$ cat src/rtl/ldm_ctrl_pkg.sv
// Shared types and helpers for the LDM/STM block-transfer sequencer.
// Offsets are byte offsets relative to the base register Rn.
package ldm_ctrl_pkg;

    typedef enum logic [1:0] {
        LDM_IDLE = 2'd0,
        LDM_XFER = 2'd1,
        LDM_BASE = 2'd2
    } ldm_state_e;

    // Instruction fields captured at start and held for the whole sequence.
    typedef struct packed {
        logic       load;
        logic       up;
        logic       wb;
        logic [3:0] base;
    } ldm_instr_t;

    localparam logic [31:0] WORD_BYTES = 32'd4;

    function automatic logic [31:0] words_to_bytes(input logic [4:0] n);
        return {25'd0, n, 2'b00};
    endfunction

    // Offset of the lowest-numbered register; the remaining registers
    // always follow at increasing addresses, whatever the direction.
    function automatic logic [31:0] start_offset(input logic       pre,
                                                 input logic       up,
                                                 input logic [4:0] n);
        logic [31:0] four_n;
        logic [31:0] off;
        four_n = words_to_bytes(n);
        case ({pre, up})
            2'b01:   off = 32'd0;                    // IA
            2'b11:   off = WORD_BYTES;               // IB
            2'b00:   off = WORD_BYTES - four_n;      // DA
            default: off = 32'd0 - four_n;           // DB
        endcase
        return off;
    endfunction

endpackage

$ cat src/rtl/ldm_ctrl_lsb_enc16.sv
// Lowest-set-bit encoder: index of the lowest 1 in a 16-bit vector,
// plus a flag telling whether any bit is set at all.
module lsb_enc16 (
    input  logic [15:0] vec_i,
    output logic [3:0]  idx_o,
    output logic        vld_o
);

    logic [15:0] first;

    genvar gi;
    generate
        for (gi = 0; gi < 16; gi++) begin : g_first
            if (gi == 0) begin : g_lsb
                assign first[gi] = vec_i[gi];
            end else begin : g_upper
                assign first[gi] = vec_i[gi] & ~(|vec_i[gi-1:0]);
            end
        end
    endgenerate

    // first is one-hot (or zero), so OR-ing the indices is exact.
    always_comb begin
        idx_o = 4'd0;
        for (int i = 0; i < 16; i++) begin
            idx_o = idx_o | ({4{first[i]}} & 4'(i));
        end
    end

    assign vld_o = |vec_i;

endmodule

$ cat src/rtl/ldm_ctrl.sv
// LDM/STM sequencer: walks the register list lowest-first, one word per
// accepted memory cycle, then optionally issues the base writeback.
module ldm_ctrl
    import ldm_ctrl_pkg::*;
(
    input  logic        i_clk,
    input  logic        i_rst,
    input  logic        i_start,
    input  logic [15:0] i_reg_list,
    input  logic        i_load,
    input  logic        i_pre,
    input  logic        i_up,
    input  logic        i_wb,
    input  logic [3:0]  i_base_code,
    input  logic        i_mem_ready,
    input  logic [31:0] i_rf_rd_data,
    output logic        o_stall,
    output logic        o_ldm_vld,
    output logic [31:0] o_ldm_offset,
    output logic        o_ldm_mem_vld,
    output logic [3:0]  o_ldm_reg_code,
    output logic [31:0] o_ldm_reg,
    output logic [3:0]  o_rf_rd_code,
    output logic        o_base_wb_vld,
    output logic [31:0] o_base_wb_offset,
    output logic        o_pc_loaded,
    output logic        o_done
);

    ldm_state_e  state_q,      state_d;
    logic [15:0] mask_q,       mask_d;
    logic [4:0]  cnt_q,        cnt_d;
    logic [4:0]  n_q,          n_d;
    logic [31:0] start_off_q,  start_off_d;
    ldm_instr_t  instr_q,      instr_d;
    logic        empty_done_q, empty_done_d;

    logic [4:0]  list_pop;
    logic [3:0]  lsb_idx;
    logic        lsb_vld;
    logic        in_xfer;
    logic        in_base;
    logic        last_xfer;
    logic        xfer_adv;
    logic [3:0]  reg_code;

    always_comb begin
        list_pop = 5'd0;
        for (int i = 0; i < 16; i++) begin
            list_pop = list_pop + {4'd0, i_reg_list[i]};
        end
    end

    lsb_enc16 u_lsb_enc (
        .vec_i (mask_q),
        .idx_o (lsb_idx),
        .vld_o (lsb_vld)
    );

    assign in_xfer   = (state_q == LDM_XFER);
    assign in_base   = (state_q == LDM_BASE);
    // At most one bit left in the mask means this is the final transfer.
    assign last_xfer = ((mask_q & (mask_q - 16'd1)) == 16'd0);
    assign xfer_adv  = in_xfer & i_mem_ready;

    always_comb begin
        state_d      = state_q;
        mask_d       = mask_q;
        cnt_d        = cnt_q;
        n_d          = n_q;
        start_off_d  = start_off_q;
        instr_d      = instr_q;
        empty_done_d = 1'b0;

        case (state_q)
            LDM_IDLE: begin
                if (i_start) begin
                    mask_d        = i_reg_list;
                    n_d           = list_pop;
                    cnt_d         = 5'd0;
                    start_off_d   = start_offset(i_pre, i_up, list_pop);
                    instr_d.load  = i_load;
                    instr_d.up    = i_up;
                    instr_d.wb    = i_wb;
                    instr_d.base  = i_base_code;
                    if (list_pop != 5'd0) begin
                        state_d = LDM_XFER;
                    end else if (i_wb) begin
                        state_d = LDM_BASE;
                    end else begin
                        empty_done_d = 1'b1;
                    end
                end
            end
            LDM_XFER: begin
                if (i_mem_ready) begin
                    mask_d = mask_q & (mask_q - 16'd1);
                    cnt_d  = cnt_q + 5'd1;
                    if (last_xfer) begin
                        state_d = instr_q.wb ? LDM_BASE : LDM_IDLE;
                    end
                end
            end
            LDM_BASE: begin
                state_d = LDM_IDLE;
            end
            default: begin
                state_d = LDM_IDLE;
            end
        endcase
    end

    always_ff @(posedge i_clk) begin
        if (i_rst) begin
            state_q      <= LDM_IDLE;
            mask_q       <= 16'd0;
            cnt_q        <= 5'd0;
            n_q          <= 5'd0;
            start_off_q  <= 32'd0;
            instr_q      <= '0;
            empty_done_q <= 1'b0;
        end else begin
            state_q      <= state_d;
            mask_q       <= mask_d;
            cnt_q        <= cnt_d;
            n_q          <= n_d;
            start_off_q  <= start_off_d;
            instr_q      <= instr_d;
            empty_done_q <= empty_done_d;
        end
    end

    always_comb begin
        reg_code = 4'd0;
        if (in_xfer) begin
            reg_code = lsb_idx;
        end else if (in_base) begin
            reg_code = instr_q.base;
        end
    end

    assign o_stall          = (state_q != LDM_IDLE);
    assign o_ldm_vld        = in_xfer | in_base;
    assign o_ldm_mem_vld    = in_xfer & lsb_vld;
    assign o_ldm_offset     = in_xfer ? (start_off_q + words_to_bytes(cnt_q)) : 32'd0;
    assign o_ldm_reg_code   = reg_code;
    assign o_rf_rd_code     = reg_code;
    assign o_ldm_reg        = i_rf_rd_data;
    assign o_base_wb_vld    = in_base;
    assign o_base_wb_offset = in_base ? (instr_q.up ? words_to_bytes(n_q)
                                                    : 32'd0 - words_to_bytes(n_q))
                                      : 32'd0;
    assign o_pc_loaded      = xfer_adv & instr_q.load & (lsb_idx == 4'd15);
    // Retire on the last accepted transfer, on the writeback cycle, or one
    // cycle after an empty list without writeback.
    assign o_done           = empty_done_q | in_base | (xfer_adv & last_xfer & ~instr_q.wb);

endmodule

$ cat config.mk
export PLATFORM = sky130hd
export DESIGN_NAME = ldm_ctrl
export DESIGN_NICKNAME = d
export VERILOG_FILES = /design/src/rtl/ldm_ctrl_pkg.sv /design/src/rtl/ldm_ctrl_lsb_enc16.sv /design/src/rtl/ldm_ctrl.sv
export SDC_FILE = /design/constraint.sdc
export NUM_CORES = 1
export LEC_CHECK = 0
export ABC_CLOCK_PERIOD_IN_PS = 5450
export CORE_MARGIN = 5
export CORE_UTILIZATION = 25
export CTS_CLUSTER_DIAMETER = 150
export DETAILED_ROUTE_END_ITERATION = 8
export GPL_TIMING_DRIVEN = 1
export SYNTH_ARGS = -nofsm -noshare
export SYNTH_HDL_FRONTEND = slang
export SYNTH_SLANG_ARGS = --single-unit
export TNS_END_PERCENT = 100
$ cat constraint.sdc
create_clock -name i_clk -period 5.45 [get_ports i_clk]
set_input_delay 1.09 -clock i_clk [delete_from_list [all_inputs] [get_ports i_clk]]
set_output_delay 1.09 -clock i_clk [all_outputs]
set_load 0.03 [all_outputs]
==> impl_metrics.tcl, run 1 <==
# yosys + openroad results
set metrics [dict create \
    endpoint "state_q[1]$_SDFFE_PP0P_" \
    pwr-share-clk_pct 13.6 \
    r2r-end "cnt_q[4]$_SDFFE_PP0P_" \
    mux_share_pct 1.34 \
    max_freq_ghz 0.189 \
    fin_nets 632 \
    fin_skew_ns 0.00254 \
    grt_pass1_wl_um 15900 \
    grt_pass1_vias 3245 \
    ctsHoldBuffers 0 \
    setup_viol 0 \
    path_buffers 4 \
    worstMarginPinSlew_ns 0.917 \
    power_top_consumer "combinational logic" \
    powerComb_mw 1.92 \
    chipArea_um2 17900 \
    reg2reg_depth 7 \
    synth_cell_types 52 \
    outcome "finished, final reports clean" \
    clk_pin_slew_ns 0.06 \
    reg2reg_slack_ns 2.77 \
    yosys.stat.seqShare_pct 21.9 \
    rsz0062_at_grt "false" \
    pg_clk_mw 0.383 \
    gp_congestion 0.873 \
    flop_cell "dfxtp_1" \
    grt.overflow.total 0 \
    nMultiInputCombCells 329 \
    crit_fanout 3 \
    path_class "in2reg" \
    min_path_cells 2 \
    drt_iter0_drc 154 \
    cts_tree "yes" \
    setup_slack_ns 0.146 \
    synth_area_per_cell_um2 7.64 \
    yosysWarnings 0 \
    fin_util_pct 31.9 \
]
run_1/ff_map.png
Other sequential cells in the stronger gray, the rest of the logic in the fainter gray.
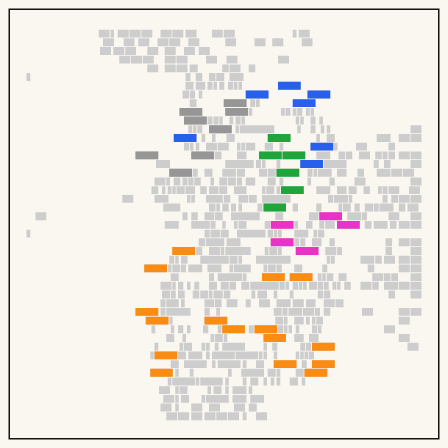
orange -> mask_q  # sequential cells 16
green -> start_off_q  # sequential cells 6
magenta -> cnt_q  # sequential cells 5
blue -> instr_q  # sequential cells 7

run_1/gates.png
Scale bar: 50 um.
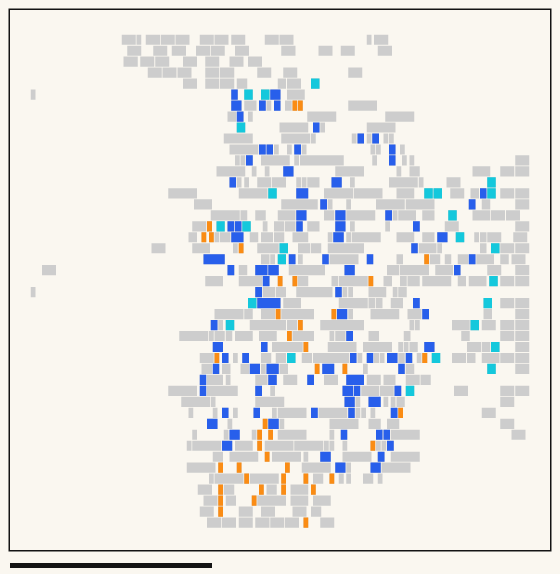
blue -> aoi and oai cells  # cells 95, most used a21oi_1
orange -> inv cells  # cells 41, most used inv_1
cyan -> and/or cells  # cells 26, most used and2_1

run_1/pinout.png
Pins as bars across the die edge, other pins in gray.
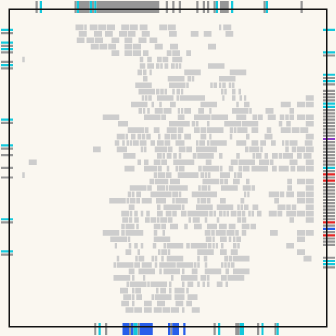
red -> o_rf_rd_code  # pins 4, direction output, edge east
cyan -> o_ldm_reg  # pins 32, direction output, edge 9 east, 8 west, 8 south, 7 north
purple -> i_load  # pins 1, direction input, edge east
blue -> i_reg_list  # pins 16, direction input, edge 15 south, 1 east
Port Buffer Count: 101
DIE WIDTH: 134 um
die height: 134 um

==> run 2, diff against run 1 <==
--- a/config.mk
+++ b/config.mk
@@ -9,6 +9,7 @@
 export CORE_MARGIN = 5
 export CORE_UTILIZATION = 25
 export CTS_CLUSTER_DIAMETER = 150
+export CTS_CLUSTER_SIZE = 20
 export DETAILED_ROUTE_END_ITERATION = 8
 export GPL_TIMING_DRIVEN = 1
 export SYNTH_ARGS = -nofsm -noshare
run_2/clock_nets.png
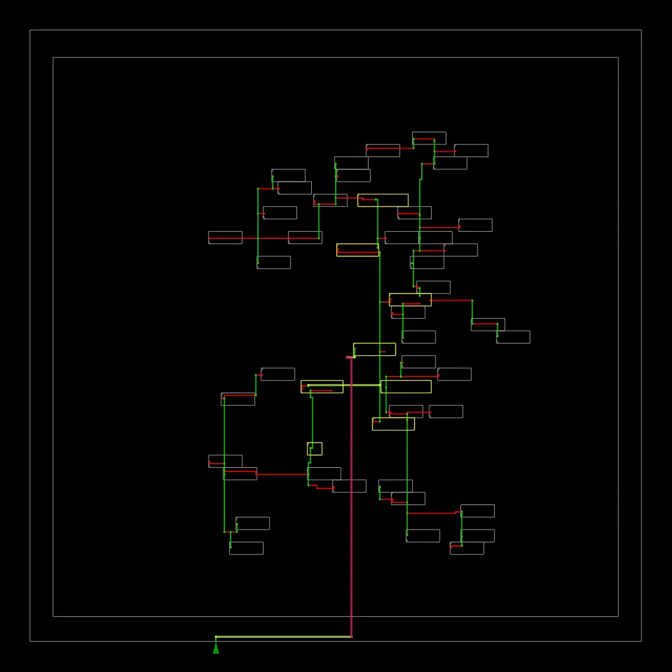
total clock sinks: 42
Power Clock: 0.383 mW
CTS Buf Count: 5
seq_cells: 42

run_2/pinout.png
Pins as bars across the die edge, other pins in gray.
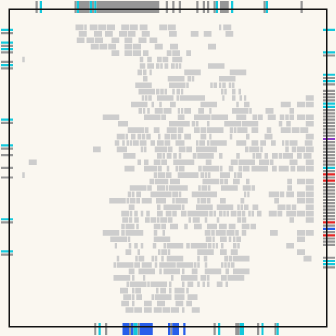
purple -> i_load  # pins 1, direction input, edge east
red -> o_rf_rd_code  # pins 4, direction output, edge east
blue -> i_reg_list  # pins 16, direction input, edge 15 south, 1 east
cyan -> o_ldm_reg  # pins 32, direction output, edge 9 east, 8 west, 8 south, 7 north

==> impl_metrics.tcl, run 2 <==
# yosys + openroad results
set metrics [dict create \
    outcome "finished, final reports clean" \
    fin_util_pct 31.9 \
    setup_viol 0 \
    power_top_consumer "combinational logic" \
    reg2reg_depth 7 \
    r2r-end "cnt_q[4]$_SDFFE_PP0P_" \
    fin_skew_ns 0.00254 \
    endpoint "state_q[1]$_SDFFE_PP0P_" \
    synth_area_per_cell_um2 7.64 \
    rsz0062_at_grt "false" \
    path_class "in2reg" \
    pwr-share-clk_pct 13.6 \
    powerComb_mw 1.92 \
    grt_pass1_wl_um 15900 \
    fin_nets 632 \
    die_y_um 134 \
    setup_slack_ns 0.146 \
    chipArea_um2 17900 \
    flop_cell "dfxtp_1" \
    grt_pass1_vias 3245 \
    nNonClkBuffers 118 \
    die_w_um 134 \
    worstMarginPinSlew_ns 0.917 \
    crit_fanout 3 \
    path_buffers 4 \
    clk_pin_slew_ns 0.06 \
    ctsHoldBuffers 0 \
    reg2reg_slack_ns 2.77 \
    max_freq_ghz 0.189 \
    portBuffers 101 \
    yosys.stat.seqShare_pct 21.9 \
    yosysWarnings 0 \
    min_path_cells 2 \
]
run_2/layers.png
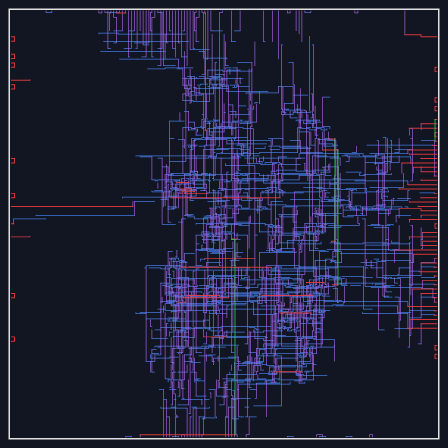
red -> M3  # wire length 559 um
purple -> M2  # wire length 5030 um
green -> M4  # wire length 180 um
blue -> M1  # wire length 4200 um

Power and IR drop assume default switching activity.
